### config.mk
export PLATFORM = sky130hd
export DESIGN_NAME = mem_port_arbiter
export DESIGN_NICKNAME = d
export VERILOG_FILES = /design/src/rtl/mem_port_arbiter.sv
export SDC_FILE = /design/constraint.sdc
export NUM_CORES = 1
export LEC_CHECK = 0
export ABC_AREA = 1
export CAP_MARGIN = 20
export CORE_MARGIN = 2
export CORE_UTILIZATION = 45
export CTS_CLUSTER_SIZE = 28
export DETAILED_ROUTE_END_ITERATION = 8
export MAX_ROUTING_LAYER = met4
export PLACE_DENSITY = 0.86
export SYNTH_ARGS = -nofsm -noshare
export SYNTH_HDL_FRONTEND = slang
export SYNTH_SLANG_ARGS = --single-unit
### constraint.sdc
create_clock -name i_clk -period 2.8 [get_ports i_clk]
set_input_delay 0.56 -clock i_clk [delete_from_list [all_inputs] [get_ports i_clk]]
set_output_delay 0.56 -clock i_clk [all_outputs]
set_load 0.05 [all_outputs]
### src/rtl/mem_port_arbiter.sv
// mem_port_arbiter
// Shares the single-ported unified memory between instruction fetch and the
// load/store unit. Only one transaction is outstanding at a time. The LSU has
// fixed priority. After STARVE_MAX consecutive LSU wins over a waiting fetch,
// the next contested decision goes to fetch instead.
//
// Ports
//   i_clk, i_rst_n    clock, synchronous active-low reset
//   i_if_* / o_if_*   fetch request/address/kill, grant, response pulse + data, stall
//   i_ls_* / o_ls_*   LSU request/payload, grant, response pulse + data, stall
//   o_mem_*           registered memory request and payload, stable while o_mem_req
//   i_mem_*           memory completion (ack) and read data
//
// state | meaning
// IDLE  | nothing outstanding; grants are decided combinationally here
// FETCH | fetch transaction outstanding on the memory port
// DATA  | LSU transaction outstanding on the memory port
module mem_port_arbiter #(
  parameter int unsigned STARVE_MAX = 4
) (
  input  logic        i_clk,
  input  logic        i_rst_n,
  input  logic        i_if_req,
  input  logic [31:0] i_if_addr,
  input  logic        i_if_kill,
  output logic        o_if_gnt,
  output logic        o_if_rvalid,
  output logic [31:0] o_if_rdata,
  output logic        o_if_stall,
  input  logic        i_ls_req,
  input  logic        i_ls_we,
  input  logic [31:0] i_ls_addr,
  input  logic [31:0] i_ls_wdata,
  input  logic [3:0]  i_ls_bmask,
  output logic        o_ls_gnt,
  output logic        o_ls_rvalid,
  output logic [31:0] o_ls_rdata,
  output logic        o_ls_stall,
  output logic        o_mem_req,
  output logic        o_mem_we,
  output logic [31:0] o_mem_addr,
  output logic [31:0] o_mem_wdata,
  output logic [3:0]  o_mem_bmask,
  input  logic        i_mem_ack,
  input  logic [31:0] i_mem_rdata
);

  typedef enum logic [1:0] {
    ST_IDLE  = 2'd0,
    ST_FETCH = 2'd1,
    ST_DATA  = 2'd2
  } state_e;

  localparam logic [3:0] STARVE_LIM = 4'(STARVE_MAX);

  state_e      state_q, state_d;
  logic [3:0]  starve_q, starve_d;
  logic        kill_q, kill_d;
  logic        mem_we_q, mem_we_d;
  logic [31:0] mem_addr_q, mem_addr_d;
  logic [31:0] mem_wdata_q, mem_wdata_d;
  logic [3:0]  mem_bmask_q, mem_bmask_d;
  logic        if_rvalid_q, if_rvalid_d;
  logic [31:0] if_rdata_q, if_rdata_d;
  logic        ls_rvalid_q, ls_rvalid_d;
  logic [31:0] ls_rdata_q, ls_rdata_d;

  logic if_elig, ls_elig, if_gnt, ls_gnt, kill_seen;

  // A requester in its own rvalid cycle still holds req, but that request is
  // already served, so it must not win again.
  always_comb begin
    if_elig = i_if_req & ~i_if_kill & ~if_rvalid_q;
    ls_elig = i_ls_req & ~ls_rvalid_q;
    if_gnt  = 1'b0;
    ls_gnt  = 1'b0;
    // Grants are suppressed under reset because the grant edge would not take effect.
    if (state_q == ST_IDLE && i_rst_n) begin
      if (if_elig && (!ls_elig || starve_q == STARVE_LIM)) begin
        if_gnt = 1'b1;
      end else if (ls_elig) begin
        ls_gnt = 1'b1;
      end
    end
  end

  // A kill in the ack cycle itself must also discard the result.
  assign kill_seen = kill_q | i_if_kill;

  always_comb begin
    state_d     = state_q;
    starve_d    = starve_q;
    kill_d      = kill_q;
    mem_we_d    = mem_we_q;
    mem_addr_d  = mem_addr_q;
    mem_wdata_d = mem_wdata_q;
    mem_bmask_d = mem_bmask_q;
    if_rvalid_d = 1'b0;
    if_rdata_d  = if_rdata_q;
    ls_rvalid_d = 1'b0;
    ls_rdata_d  = ls_rdata_q;
    case (state_q)
      ST_IDLE: begin
        if (if_gnt) begin
          state_d     = ST_FETCH;
          mem_we_d    = 1'b0;
          mem_addr_d  = i_if_addr;
          mem_wdata_d = '0;
          mem_bmask_d = 4'b0000;
          starve_d    = '0;
        end else if (ls_gnt) begin
          state_d     = ST_DATA;
          mem_we_d    = i_ls_we;
          mem_addr_d  = i_ls_addr;
          mem_wdata_d = i_ls_wdata;
          mem_bmask_d = i_ls_bmask;
          if (!if_elig) begin
            starve_d = '0;
          end else if (starve_q != STARVE_LIM) begin
            starve_d = starve_q + 4'd1;
          end
        end
      end
      ST_FETCH: begin
        kill_d = kill_seen;
        if (i_mem_ack) begin
          state_d = ST_IDLE;
          kill_d  = 1'b0;
          if (!kill_seen) begin
            if_rvalid_d = 1'b1;
            if_rdata_d  = i_mem_rdata;
          end
        end
      end
      ST_DATA: begin
        if (i_mem_ack) begin
          state_d     = ST_IDLE;
          ls_rvalid_d = 1'b1;
          ls_rdata_d  = mem_we_q ? 32'd0 : i_mem_rdata;
        end
      end
      default: state_d = ST_IDLE;
    endcase
  end

  always_ff @(posedge i_clk) begin
    if (!i_rst_n) begin
      state_q     <= ST_IDLE;
      starve_q    <= '0;
      kill_q      <= 1'b0;
      mem_we_q    <= 1'b0;
      mem_addr_q  <= '0;
      mem_wdata_q <= '0;
      mem_bmask_q <= '0;
      if_rvalid_q <= 1'b0;
      if_rdata_q  <= '0;
      ls_rvalid_q <= 1'b0;
      ls_rdata_q  <= '0;
    end else begin
      state_q     <= state_d;
      starve_q    <= starve_d;
      kill_q      <= kill_d;
      mem_we_q    <= mem_we_d;
      mem_addr_q  <= mem_addr_d;
      mem_wdata_q <= mem_wdata_d;
      mem_bmask_q <= mem_bmask_d;
      if_rvalid_q <= if_rvalid_d;
      if_rdata_q  <= if_rdata_d;
      ls_rvalid_q <= ls_rvalid_d;
      ls_rdata_q  <= ls_rdata_d;
    end
  end

  assign o_if_gnt    = if_gnt;
  assign o_ls_gnt    = ls_gnt;
  assign o_if_rvalid = if_rvalid_q;
  assign o_if_rdata  = if_rdata_q;
  assign o_ls_rvalid = ls_rvalid_q;
  assign o_ls_rdata  = ls_rdata_q;
  assign o_if_stall  = i_if_req & ~if_rvalid_q & ~i_if_kill;
  assign o_ls_stall  = i_ls_req & ~ls_rvalid_q;
  assign o_mem_req   = (state_q != ST_IDLE);
  assign o_mem_we    = mem_we_q;
  assign o_mem_addr  = mem_addr_q;
  assign o_mem_wdata = mem_wdata_q;
  assign o_mem_bmask = mem_bmask_q;

endmodule

Figure 1. Port wiring (run 1).
Drawn at 3 px/um.
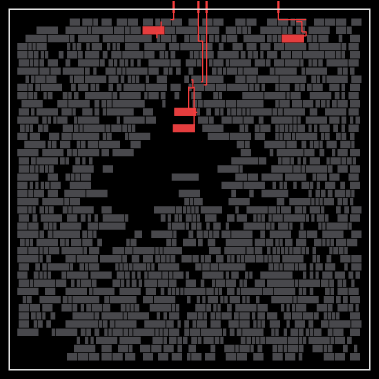
[red] o_mem_bmask | direction: output | end cells: 4 | buffers: 4 | wire: 112 um
boundary pin count: 279
number of buffers added on ports: 278

Figure 2. M2 wires (run 1).
Drawn at 4 px/um.
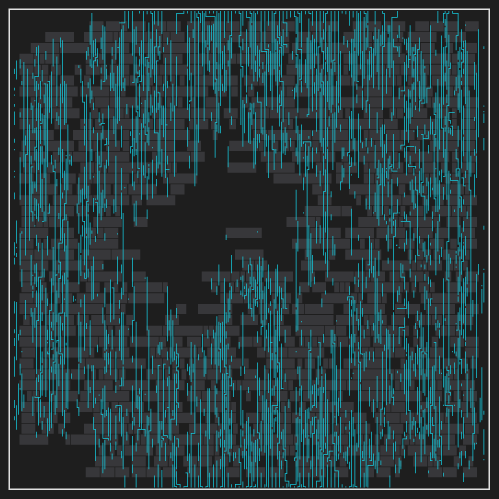
nets with wire on the layer: 977
wire length on this layer: 9180 um
longest straight run: 47.6 um

==> summary.txt, run 1 <==
fresh numbers from the pnr run: status finished, final reports clean, routed vias 6489, clock network latency to the later pin of the worst-skew pair approximately 0.42 ns, critical setup path kind flop to output port, detailed router's first-iteration violation count 439, final period demand of the worst path 2.525 ns, Tightest Pin Transition approximately 0.57 ns, largest driver fanout on the critical path 4, Die Height between 100 and 150 um, final max-slew violation count 0, data arrival time of the worst path 1.96 ns, endpoints failing hold 0, Total Neg Setup Slack 0 ns, synthesis-to-finish area growth 58.25%, buffer cell driving the clock tree root sky130_fd_sc_hd__clkbuf_16, setup clock skew after layout 0.006200 ns, Slowest-stage cell, CP sky130_fd_sc_hd__clkdlybuf4s50_1, Synthesized registers about 140, Cell Pwr Density about 810 mW/mm^2, sequential element share of the synthesized area 0.4723, CTS H-Tree Depth 4, Clock transition at path regs approximately 0.06 ns, count of tool warnings 29, RSZ-0062 raised after global routing no, post-detail-place hpwl between 10000 and 15000 um, endpoints failing setup 0, Core Footprint roughly 0.013 sq mm, synthesized instance count roughly 830, area reported by Yosys stat 0.006018 sq mm, leakage dissipation 4.232 nW, count of distinct cell types in the synthesized netlist 21, leading area contributor after synthesis sky130_fd_sc_hd__dfxtp_1, detailed-route vias per instance ~5.1, most frequent logic cells in the routed design sky130_fd_sc_hd__clkdlybuf4s50_1, sky130_fd_sc_hd__nand2_1, sky130_fd_sc_hd__nand3_1, sky130_fd_sc_hd__dfxtp_1, sky130_fd_sc_hd__inv_1, final routed wirelength across all metal layers 19110 um, final clock period utilization by the worst path 0.9017, max capacitance violation total 0, Max Freq just under 400 MHz, # fillers approximately 1000, Setup crit end kind output port, total power consumption of the routed design ~7.7 mW, number of clock buffers inserted by TritonCTS 17, floorplan utilization 0.4581, die span in x between 100 and 150 um, Post CTS Setup Buffer Count 0, NumNets Final roughly 1200, maximum clock insertion buffer count 2, cell occurring most often along the worst timing path sky130_fd_sc_hd__inv_1, largest net degree at the start of global routing 73, IR Drop Worst-Case VDD a little under 500 uV, worst hold path type flop to flop, highest cell delay on the worst timing path around 0.82 ns, kind of start point of the critical path flop, number of buffers added to fix hold violations after cts 0
Figure 3. Clock distribution (run 1).
Drawn at 4 px/um.
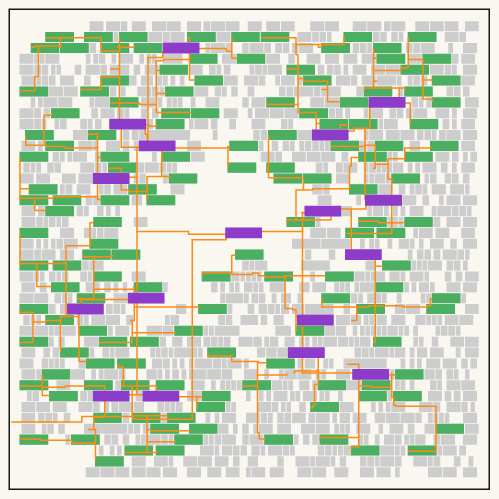
[orange] clock wires | length: 1700 um
[purple] cells driving clock nets | count: 17
[green] flip-flops | count: 142
routed clock nets: 18

[run 1: through the flow]
step	utilization	setup slack, ns	cells	cell area, sq um
floorplan	-	0.02834	832	6026
global placement	0.6778	0.3672	1241	8905
detailed placement	0.6778	0.3305	1241	8905
CTS	0.7248	0.2522	1272	9522
global route	0.7250	0.1850	1273	9524
finish	0.7250	0.2751	1273	9524
[run 1: cells in the mapped netlist, drive strengths merged]
library cell	instances
a21oi	42
buf	42
clkbuf	18
dfxtp	142
ha	5
inv	81
nand2	185
nand3	172
nand3b	32
nand4	2
nor2	76
nor3	1
o21ai	33
xnor2	1
[run 1: cells by family after synthesis]
group	synth area share
compound gates	0.06237
fa+ha+maj	0.01040
buf+inv	0.09563
flops	0.4723
xor+xnor	0.001456
simple gates	0.3578
[run 1: area by class of cell]
type / count / area [sq um] / area share
Antenna cell: 1 / 2.502 / 0.0002627
Clock buffer: 22 / 484.2 / 0.05084
Clock inverter: 9 / 132.6 / 0.01393
Inverter: 81 / 304.0 / 0.03192
Multi-Input combinational cell: 549 / 2608 / 0.2738
Sequential cell: 142 / 2843 / 0.2985
Tap cell: 176 / 220.2 / 0.02312
Timing Repair Buffer: 293 / 2930 / 0.3077
[run 1: path summary, 6_finish.rpt]
path,startpoint,endpoint,slack [ns]
worst max-delay path,state_q[0],o_mem_req,0.28
worst min-delay path,o_mem_wdata[1],o_mem_wdata[1],0.46
worst max register to register,state_q[0],o_mem_wdata[18],0.93
worst min register to register,o_mem_wdata[1],o_mem_wdata[1],0.46
[run 1: critical path, delay by kind of cell (launching register included)]
kind / cells / cell delay (ns)
buf+inv: 3 / 0.96
fa+ha+maj: 1 / 0.25
flops: 1 / 0.35
[run 1: state kept, by name (all words and copies together), names as in the netlist]
name,count
o_if_rdata,32
o_ls_rdata,32
o_mem_addr,32
o_mem_wdata,32
o_mem_bmask,4
starve_q,4
state_q,2
kill_q,1
o_if_rvalid,1
o_ls_rvalid,1
o_mem_we,1
[run 1: report_power, final]
group          switching [mW]  leakage [nW]  internal (mW)
logic                    1.91          2.78           1.02
registers               0.141          1.16           2.31
clock network           0.844         0.299           1.49
[run 1: layer usage]
metal	share of wire	track usage	wire length, um
met1	0.39	0.3013	7503
met2	0.48	0.4486	9183
met3	0.093	0.08603	1769
met4	0.034	0.1162	651
met5	0	-	0
==> inputs of run 2 (changes only) <==
--- a/config.mk
+++ b/config.mk
@@ -11,8 +11,8 @@
 export CORE_UTILIZATION = 45
 export CTS_CLUSTER_SIZE = 28
 export DETAILED_ROUTE_END_ITERATION = 8
-export MAX_ROUTING_LAYER = met4
 export PLACE_DENSITY = 0.86
 export SYNTH_ARGS = -nofsm -noshare
 export SYNTH_HDL_FRONTEND = slang
 export SYNTH_SLANG_ARGS = --single-unit
+export TNS_END_PERCENT = 1
Figure 4. Clock wiring as the flow saved it (run 2).
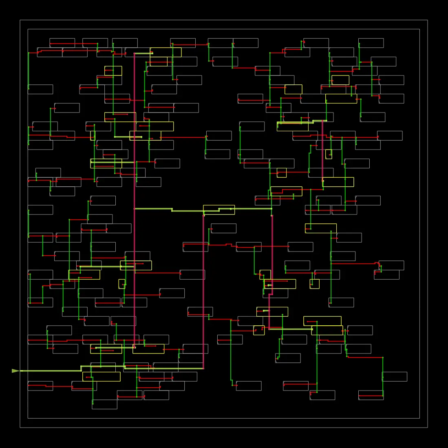
setup clock skew after layout: 0.006189 ns
clock network power: 2.34 mW
Seq cells: 142
clock network latency to the later pin of the worst-skew pair: 0.42 ns

Figure 5. Port wiring (run 2).
Drawn at 3 px/um.
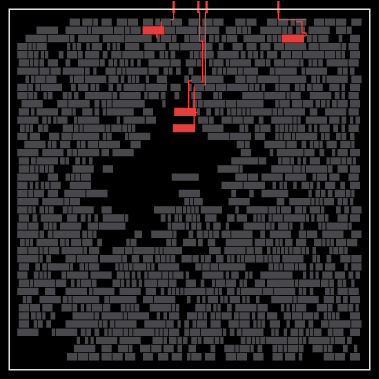
[red] o_mem_bmask | direction: output | end cells: 4 | buffers: 4 | wire: 111 um

==> run 2 against run 1 <==
- clock power barely moved
- core utilization did not move
- combinational power barely moved
- sequential share of layout area did not move
- non-clock buffer count did not move
- flip-flop count did not move
- critical path type unchanged
==> summary.txt, run 2 <==
fresh numbers from the pnr run: most frequent logic cells in the routed design sky130_fd_sc_hd__clkdlybuf4s50_1, sky130_fd_sc_hd__nand2_1, sky130_fd_sc_hd__nand3_1, sky130_fd_sc_hd__dfxtp_1, sky130_fd_sc_hd__inv_1, buffers plus inverters on the worst setup path 3, count of tool warnings 29, floorplan utilization 0.4581, share of flip-flops with an asynchronous set or reset 0, die span in x 119.6 um, final clock period utilization by the worst path 0.9042, total placed instance area slightly below 0.009 sq mm, flop2flop setup slack between 0.9 and 1 ns, post-detail-place hpwl about 13000 um, arithmetic-cell share of the synthesized area counting full adders, half adders and majority gates 0.01040, Setup crit end kind output port, status finished, final reports clean, Die Height 119.6 um, detailed-route vias per instance 5.086, largest driver fanout on the critical path 4, MUX share of area 0, sequential element share of the synthesized area 0.4723, synthesized instance count 832, leakage dissipation 4.232 nW, final max-slew violation count 0, area reported by Yosys stat around 0.0060 sq mm, endpoints failing setup 0, leading area contributor after synthesis sky130_fd_sc_hd__dfxtp_1, detailed router's first-iteration violation count around 440, final routed wirelength across all metal layers between 15000 and 20000 um, cell family with the largest share of critical-path delay buffers and inverters, data arrival time of the worst path between 1.5 and 2 ns, routed vias between 6000 and 7000, final period demand of the worst path around 2.5 ns, IR Drop Worst-Case VDD 486.2 uV, CTS H-Tree Depth 4, Max Freq between 300 and 400 MHz, max capacitance violation total 0, Clock transition at path regs ~0.06 ns, Post CTS Setup Buffer Count 0, buffer cell driving the clock tree root sky130_fd_sc_hd__clkbuf_16, post-route design area 0.009524 sq mm, number of buffers added to fix hold violations after cts 0, boundary pin count between 200 and 300, most instantiated cells after synthesis sky130_fd_sc_hd__nand2_1, sky130_fd_sc_hd__nand3_1, sky130_fd_sc_hd__dfxtp_1, kind of start point of the critical path flop, RSZ-0062 raised after global routing no, critical setup path kind flop to output port, worst hold path type flop to flop, simple share 0.3578, dominant kind of combinational cell simple AND/OR/NAND/NOR gates, post-synthesis share of cell area spent on and-or and or-and gates 0.06237, area fraction in xor and xnor cells 0.001455, count of distinct cell types in the synthesized netlist 21, Tightest Pin Transition 0.5657 ns, cell occurring most often along the worst timing path sky130_fd_sc_hd__inv_1, Core Footprint between 0.01 and 0.015 sq mm
[run 2: worst register-to-register path, delay by kind of cell, from the launching register on]
kind	cells	cell delay [ns]
AND/OR/NAND/NOR	4	0.42
flip-flops	1	0.36
adder cells (fa/ha/maj)	1	0.24
buffers and inverters	4	0.60
AND-OR/OR-AND	1	0.18
[run 2: metrics by stage]
| step | cells | setup slack [ns] | total power, mW | util |
|---|---|---|---|---|
| after CTS | 1272 | 0.2522 | 7.760 | 0.7248 |
| final | 1273 | 0.2683 | 7.718 | 0.7250 |
| after global routing | 1273 | 0.1850 | 8.066 | 0.7250 |
| after global placement | 1241 | 0.3672 | 5.371 | 0.6778 |
| after detailed placement | 1241 | 0.3305 | 5.412 | 0.6778 |
| after floorplan | 832 | 0.02834 | 4.404 | - |
[run 2: power by group]
group	switching [mW]	internal [mW]	total, mW	leakage [nW]
sequential	0.140	2.31	2.45	1.16
combinational	1.91	1.02	2.93	2.78
clock	0.843	1.49	2.34	0.299
[run 2: area by class of cell]
type	instances	area [sq um]
Clock inverter	9	132.6
Inverter	81	304.0
Multi-Input combinational cell	549	2608
Timing Repair Buffer	293	2930
Sequential cell	142	2843
Clock buffer	22	484.2
Antenna cell	1	2.502
Tap cell	176	220.2
Fill cell	1004	3613
[run 2: path summary, 6_finish.rpt]
path | startpoint | end | depth (start not counted)
worst max-delay path | state_q[1] | o_mem_req | 4
worst min-delay path | o_mem_wdata[1] | o_mem_wdata[1] | 2
worst max register to register | state_q[1] | o_mem_wdata[18] | 10
worst min register to register | o_mem_wdata[1] | o_mem_wdata[1] | 2
[run 2: kinds of logic (layout without fill, tap and decap cells)]
kind of cell	count (synthesis)	after routing
XOR/XNOR	1	1
flip-flops	142	142
adder cells (fa/ha/maj)	5	5
buffers and inverters	141	405
AND/OR/NAND/NOR	468	468
AND-OR/OR-AND	75	75
other	0	1
[run 2: layer usage]
metal	vias up	GRT usage	wire length, um
met5	-	0	0
met4	0	0.1118	610
met3	44	0.1003	1895
met2	245	0.4514	9185
met1	3000	0.2911	7423
li1	3186	-	-
No activity file was given, so power comes from the tool's default toggle rates.
